===== src/rtl/transient_onset_detector.sv =====
`timescale 1ns/1ps
// ---------------------------------------------------------------------------
// transient_onset_detector
//
// Purpose:
//   Follows an unsigned sample stream with an attack/release peak envelope.
//   It flags every transient onset, which is a sample that reaches the
//   envelope plus a threshold margin. For each onset it produces one event
//   record holding the attack peak and the rise length. The record sits in a
//   single-entry slot with a valid/ready handshake. After each event a
//   holdoff window keeps the detector from re-triggering on the same
//   transient.
//
// Ports:
//   i_clk           system clock, rising edge
//   i_rst           synchronous active-high reset
//   i_sample_in     unsigned sample, qualified by i_sample_valid
//   i_sample_valid  one-cycle strobe per sample
//   i_thresh        onset margin above the envelope
//   o_env_out       current envelope value
//   o_evt_valid     event record available
//   i_evt_ready     consumer accepts the record when valid && ready
//   o_evt_peak      largest sample seen during the attack
//   o_evt_rise      number of attack samples, including the trigger sample
//   o_evt_overflow  sticky flag: an event was dropped because the slot was full
//   o_state_out     00 IDLE, 01 ATTACK, 10 HOLD
// ---------------------------------------------------------------------------
module transient_onset_detector #(
  parameter int DW            = 8,
  parameter int ATTACK_SHIFT  = 2,
  parameter int RELEASE_SHIFT = 5,
  parameter int HOLDOFF       = 16,
  parameter int RW            = 8
) (
  input  logic          i_clk,
  input  logic          i_rst,
  input  logic [DW-1:0] i_sample_in,
  input  logic          i_sample_valid,
  input  logic [DW-1:0] i_thresh,
  output logic [DW-1:0] o_env_out,
  output logic          o_evt_valid,
  input  logic          i_evt_ready,
  output logic [DW-1:0] o_evt_peak,
  output logic [RW-1:0] o_evt_rise,
  output logic          o_evt_overflow,
  output logic [1:0]    o_state_out
);

  localparam int            HW        = (HOLDOFF < 1) ? 1 : $clog2(HOLDOFF + 1);
  localparam logic [DW-1:0] D_ONE     = DW'(1);
  localparam logic [DW-1:0] D_MAX     = '1;
  localparam logic [RW-1:0] R_ONE     = RW'(1);
  localparam logic [RW-1:0] R_MAX     = '1;
  localparam logic [HW-1:0] H_ONE     = HW'(1);
  localparam logic [HW-1:0] HOLD_LOAD = HW'(HOLDOFF);

  typedef enum logic [1:0] {
    S_IDLE   = 2'b00,
    S_ATTACK = 2'b01,
    S_HOLD   = 2'b10
  } state_t;

  state_t        r_state;
  logic [DW-1:0] r_env;
  logic [DW-1:0] r_peak;
  logic [RW-1:0] r_rise;
  logic [HW-1:0] r_hold;
  logic          r_evt_valid;
  logic [DW-1:0] r_evt_peak;
  logic [RW-1:0] r_evt_rise;
  logic          r_ovf;

  logic [DW-1:0] w_up_diff;
  logic [DW-1:0] w_dn_diff;
  logic [DW-1:0] w_up_step;
  logic [DW-1:0] w_dn_step;
  logic [DW-1:0] w_env_next;
  logic [DW:0]   w_limit_wide;
  logic [DW-1:0] w_limit;
  logic          w_trigger;
  logic          w_fall;
  logic [RW-1:0] w_rise_inc;
  logic          w_emit;
  logic [DW-1:0] w_emit_peak;
  logic [RW-1:0] w_emit_rise;
  logic          w_accept;

  // Each step is at most the distance to the sample, so the envelope never
  // passes the sample. The step is never smaller than 1.
  assign w_up_diff = i_sample_in - r_env;
  assign w_dn_diff = r_env - i_sample_in;
  assign w_up_step = ((w_up_diff >> ATTACK_SHIFT) == '0)  ? D_ONE : (w_up_diff >> ATTACK_SHIFT);
  assign w_dn_step = ((w_dn_diff >> RELEASE_SHIFT) == '0) ? D_ONE : (w_dn_diff >> RELEASE_SHIFT);

  always_comb begin
    w_env_next = r_env;
    if (i_sample_in > r_env)
      w_env_next = r_env + w_up_step;
    else if (i_sample_in < r_env)
      w_env_next = r_env - w_dn_step;
  end

  // The trigger limit uses the envelope before this sample's update. It
  // saturates so that a full-scale sample can still trigger.
  assign w_limit_wide = {1'b0, r_env} + {1'b0, i_thresh};
  assign w_limit      = w_limit_wide[DW] ? D_MAX : w_limit_wide[DW-1:0];
  assign w_trigger    = (i_sample_in >= w_limit);

  // An attack ends on the first falling sample, or when the rise count
  // saturates. A falling sample does not become part of the record.
  assign w_fall      = (i_sample_in < r_peak);
  assign w_rise_inc  = (r_rise == R_MAX) ? r_rise : r_rise + R_ONE;
  assign w_emit      = i_sample_valid && (r_state == S_ATTACK) &&
                       (w_fall || (w_rise_inc == R_MAX));
  assign w_emit_peak = w_fall ? r_peak : i_sample_in;
  assign w_emit_rise = w_fall ? r_rise : w_rise_inc;
  assign w_accept    = r_evt_valid && i_evt_ready;

  // The envelope, the FSM and the event slot are updated together.
  // A slot that is being accepted in the same cycle counts as free.
  always_ff @(posedge i_clk) begin
    if (i_rst) begin
      r_state     <= S_IDLE;
      r_env       <= '0;
      r_peak      <= '0;
      r_rise      <= '0;
      r_hold      <= '0;
      r_evt_valid <= 1'b0;
      r_evt_peak  <= '0;
      r_evt_rise  <= '0;
      r_ovf       <= 1'b0;
    end else begin
      if (i_sample_valid) begin
        r_env <= w_env_next;
        case (r_state)
          S_IDLE: begin
            if (w_trigger) begin
              r_state <= S_ATTACK;
              r_peak  <= i_sample_in;
              r_rise  <= R_ONE;
            end
          end
          S_ATTACK: begin
            if (w_emit) begin
              r_state <= (HOLDOFF == 0) ? S_IDLE : S_HOLD;
              r_hold  <= HOLD_LOAD;
            end else begin
              r_peak <= i_sample_in;
              r_rise <= w_rise_inc;
            end
          end
          S_HOLD: begin
            // The sample that empties the holdoff only returns the FSM to
            // IDLE. It cannot trigger an onset itself.
            r_hold <= r_hold - H_ONE;
            if (r_hold <= H_ONE)
              r_state <= S_IDLE;
          end
          default: r_state <= S_IDLE;
        endcase
      end

      if (w_emit) begin
        if (!r_evt_valid || w_accept) begin
          r_evt_valid <= 1'b1;
          r_evt_peak  <= w_emit_peak;
          r_evt_rise  <= w_emit_rise;
        end else begin
          r_ovf <= 1'b1;
        end
      end else if (w_accept) begin
        r_evt_valid <= 1'b0;
      end
    end
  end

  assign o_env_out      = r_env;
  assign o_evt_valid    = r_evt_valid;
  assign o_evt_peak     = r_evt_peak;
  assign o_evt_rise     = r_evt_rise;
  assign o_evt_overflow = r_ovf;
  assign o_state_out    = r_state;

endmodule


===== config.mk =====
export PLATFORM = sky130hd
export DESIGN_NAME = transient_onset_detector
export DESIGN_NICKNAME = d
export VERILOG_FILES = /design/src/rtl/transient_onset_detector.sv
export SDC_FILE = /design/constraint.sdc
export NUM_CORES = 1
export LEC_CHECK = 0
export CORE_UTILIZATION = 54
export DETAILED_ROUTE_END_ITERATION = 6
export PLACE_DENSITY = 0.9
export SYNTH_ARGS = -nofsm -noshare
export SYNTH_HDL_FRONTEND = slang
export SYNTH_SLANG_ARGS = --single-unit
export TNS_END_PERCENT = 20

===== constraint.sdc =====
create_clock -name i_clk -period 6.3 [get_ports i_clk]
set_clock_uncertainty 0.2 [all_clocks]
set_input_delay 1.89 -clock i_clk [delete_from_list [all_inputs] [get_ports i_clk]]
set_output_delay 1.89 -clock i_clk [all_outputs]
set_load 0.005 [all_outputs]

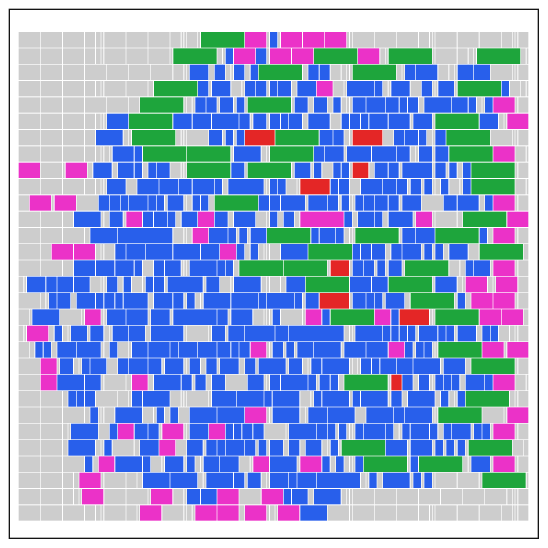
(images/placement_by_type.png)
(6 px per µm) Fill, decap, tap and diode cells in grey.
| colour | class | cells | share of their area |
|---|---|---|---|
| blue | combinational and other logic | 425 | 63% |
| magenta | other buffers and delay cells | 67 | 14% |
| red | clock drivers and dummy loads | 8 | 2.0% |
| green | flops | 49 | 21% |
Core Rows: 30
core area: 6944 µm²
Finished Core Util: 0.6825
flop share of the area: 0.2070

==> flow_summary.yaml <==
# flow metrics
timing:
  final_max_slew_viol_count: 0
  worst_slew_pin_slew_ps: 1039
  finalClockPeriodUsage: 0.9712
  rsz0062_at_grt: "false"
  min_period_ps: 6118
  holdWs_ps: 281.6
  finalSetupViolCount: 0
  hold_violations: 0
  relSlewSlack: 0.3050
  timing.fmax_mhz: 163.4
grt:
  grt_pass1_wl_um: 16300
  grt_remaining_overflow: 0
  grt_pass1_vias: 3651
  antenna_found_initial: 0
  grt_start_max_net_pins: 31
  gr-usage-all-layers: 0.2654
clock_tree:
  cts-root-buf: "clkbuf_8"
  cts_tree: "yes"
  cts_buffers: 5
  cts_buffer_depth: 2
  cts_max_level: 2
  holdBufCountCts: 0
  cts_resized: 0
  cts.clk_slew.worst_paths_ps: 100
  clock_sinks: 49
  postCtsSetupRepairBufs: 0
drt:
  wl_per_cell_um: 15.20
  num_vias: 3797
  drc_errors: 0
  drt_iter0_drc: 140
  drt-pass1-iter-count: 7
  vias_per_cell: 5.887
  postRouteAntennaNets: 0
  drt-total-wl_um: 9805
power_and_ir_drop:
  peakVddDrop_uv: 237.4
  power_frac_seq: 0.236
  power.leakage_nw: 1.918
  combPwrFrac: 0.662
  design_power_total_mw: 1.875
  p_per_area_nw_per_um2: 395.6
  power_switching_uw: 829.8
  p_int_mw: 1.045
  p_sw_frac: 0.4426
floorplanning:
  die_area_um2: 7730
  die_w_um: 87.92
  pin_count: 48
  fp_util: 0.5741
  dieHeight_um: 87.92
synth:
  ys_top_cells_by_count: "nor2_1 (63), dfxtp_1 (49), ha_1 (49), nand2_1 (44), inv_1 (33)"
  fp_nets: 569
  edf_count: 0
  synth_top_area_share: 0.2461
  synth_seq_share: 0.2461
  async_flop_share: 0
  ys_types: 62
  syn_area_um2: 3986
  syn_area_per_cell_um2: 8.005
  netlist_instances: 498
  synth.yosys.warnings: 0
  synth-main-ff-cell: "dfxtp_1"
  synth.area.top_cells: "dfxtp_1 (25%), ha_1 (15%), nor2_1 (5.9%)"
  synth_flops: 49
  most_common_cell: "nor2_1"
  largest_area_cell: "dfxtp_1"
  yosys_cells: 498
  ys_area_um2: 3986
job:
  warning_count: 34
  max_cap_violations: 0
cells_and_area:
  nets: 619
  diodes: 0
  instances_no_fill: 645
  final_layout_size_suffix_gt1_frac: 0.1020
  synthToLayoutAreaGrowth_pct: 18.90
worst_setup_path:
  critPathKind: "primary input to register"
  crit_path_start_kind: "primary input"
  critPathCaptureType: "register"
  required_ps: 6260
  cp.arrival_ps: 6080
  path_max_fanout: 4
placed_design:
  dp.cells: 635
  io_buffers: 47
  gp_congestion: 0.8840
  place_hpwl_um: 7519
min_path:
  hold_class: "register to register"
status:
  status: "finished clean"
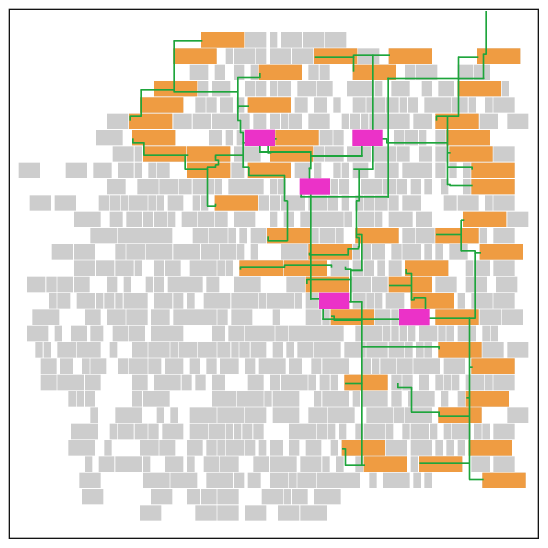
(images/clk_routes.png)
(6 px per µm)
[green] clock wires | length: 580 µm
[magenta] clock drivers | count: 5
[orange] flip-flops | count: 49
routed clock nets: 6
clock share of power: 0.102
P_clk: 192 µW
clk_lat worst skew: 310 ps

-- cells by family after synthesis --
logic type               share of synthesized area
AND-OR/OR-AND                               0.1993
buffers and inverters                      0.06560
XOR/XNOR                                   0.05712
flip-flops                                  0.2461
multiplexers                               0.05116
AND/OR/NAND/NOR                             0.2169
adder cells (fa/ha/maj)                     0.1638
-- cells in the final DEF, fill, tap and decap left out, types with 5 or more instances in the layout --
cell	n
nor2_1	63
dfxtp_1	49
clkdlybuf4s50_1	47
ha_1	46
nand2_1	44
inv_1	33
a21oi_1	28
buf_4	19
mux2i_1	17
nand3_1	15
xnor2_1	15
nor3_1	14
o21ai_0	14
xor2_1	10
a311oi_1	10
a31oi_1	9
a211oi_1	7
nand2b_1	6
and2_1	6
nor2b_1	5
o21a_1	5
a21o_1	5
clkbuf_8	5
-- final timing paths --
path,start,slack [ps],cells past startpoint,end
max,i_sample_in[2],180,21,o_env_out[7]
min,o_evt_overflow,280,2,o_evt_overflow
max reg2reg,o_env_out[1],1690,19,o_env_out[7]
min reg2reg,o_evt_overflow,280,2,o_evt_overflow
-- layout make-up --
cell class,count,area [µm²]
clock inverters,3,21.27
inverters,33,123.9
fillers,537,2205
repair buffers,67,633.1
clock buffers,5,68.82
flip-flops and latches,49,980.9
multi-input cells,392,2791
well taps,96,120.1
-- sequential cells by signal (all words and copies together) (netlist names), 2 cells and up --
register     flops
o_env_out        8
o_evt_peak       8
o_evt_rise       8
o_state_out      2
r_hold           5
r_peak           8
r_rise           8
-- per-layer routing --
| layer | up-vias | GRT usage | part of all wire |
|---|---|---|---|
| met5 | - | 0 | 0 |
| met4 | 0 | 0.08644 | 0.019 |
| met3 | 22 | 0.03959 | 0.052 |
| met2 | 137 | 0.4658 | 0.49 |
| met1 | 1772 | 0.3320 | 0.44 |
| li1 | 1866 | - | - |
-- worst max-delay path, stage by stage --
cell,delay [ps]
clkdlybuf4s50_1,550
inv_1,70
ha_1,300
o21a_1,190
o31a_1,140
o21a_1,200
or3_4,330
a21bo_1,220
o22a_1,200
ha_2,210
xnor2_2,140
xnor2_1,210
a21oi_1,100
ha_1,360
buf_4,130
o2111ai_1,120
a31oi_1,270
and3_1,180
mux2i_1,80
xnor2_1,140
nor2_1,50
-- power groups by stage --
| stage | combinational [mW] | sequential, mW | clock, mW |
|---|---|---|---|
| detailed placement | 1.16 | 0.446 | 0 |
| floorplan | 0.869 | 0.418 | 0 |
| CTS | 1.17 | 0.439 | 0.191 |
| global placement | 1.10 | 0.443 | 0 |
| global route | 1.38 | 0.448 | 0.206 |
| finish | 1.24 | 0.442 | 0.192 |
-- through the flow --
| stage | setup slack [ps] | utilization | TNS [ps] | instance area [µm²] |
|---|---|---|---|---|
| 6_report | 181.6 | 0.6825 | 0 | 4740 |
| 5_1_grt | 6.169 | 0.6825 | 0 | 4740 |
| 4_1_cts | 136.7 | 0.6735 | 0 | 4677 |
| 3_5_place_dp | -174.6 | 0.6605 | -336.1 | 4587 |
| 3_3_place_gp | 9.928 | 0.6605 | 0 | 4587 |
| 2_1_floorplan | 715.1 | - | 0 | 3986 |
No activity file was given, so power comes from the tool's default toggle rates.
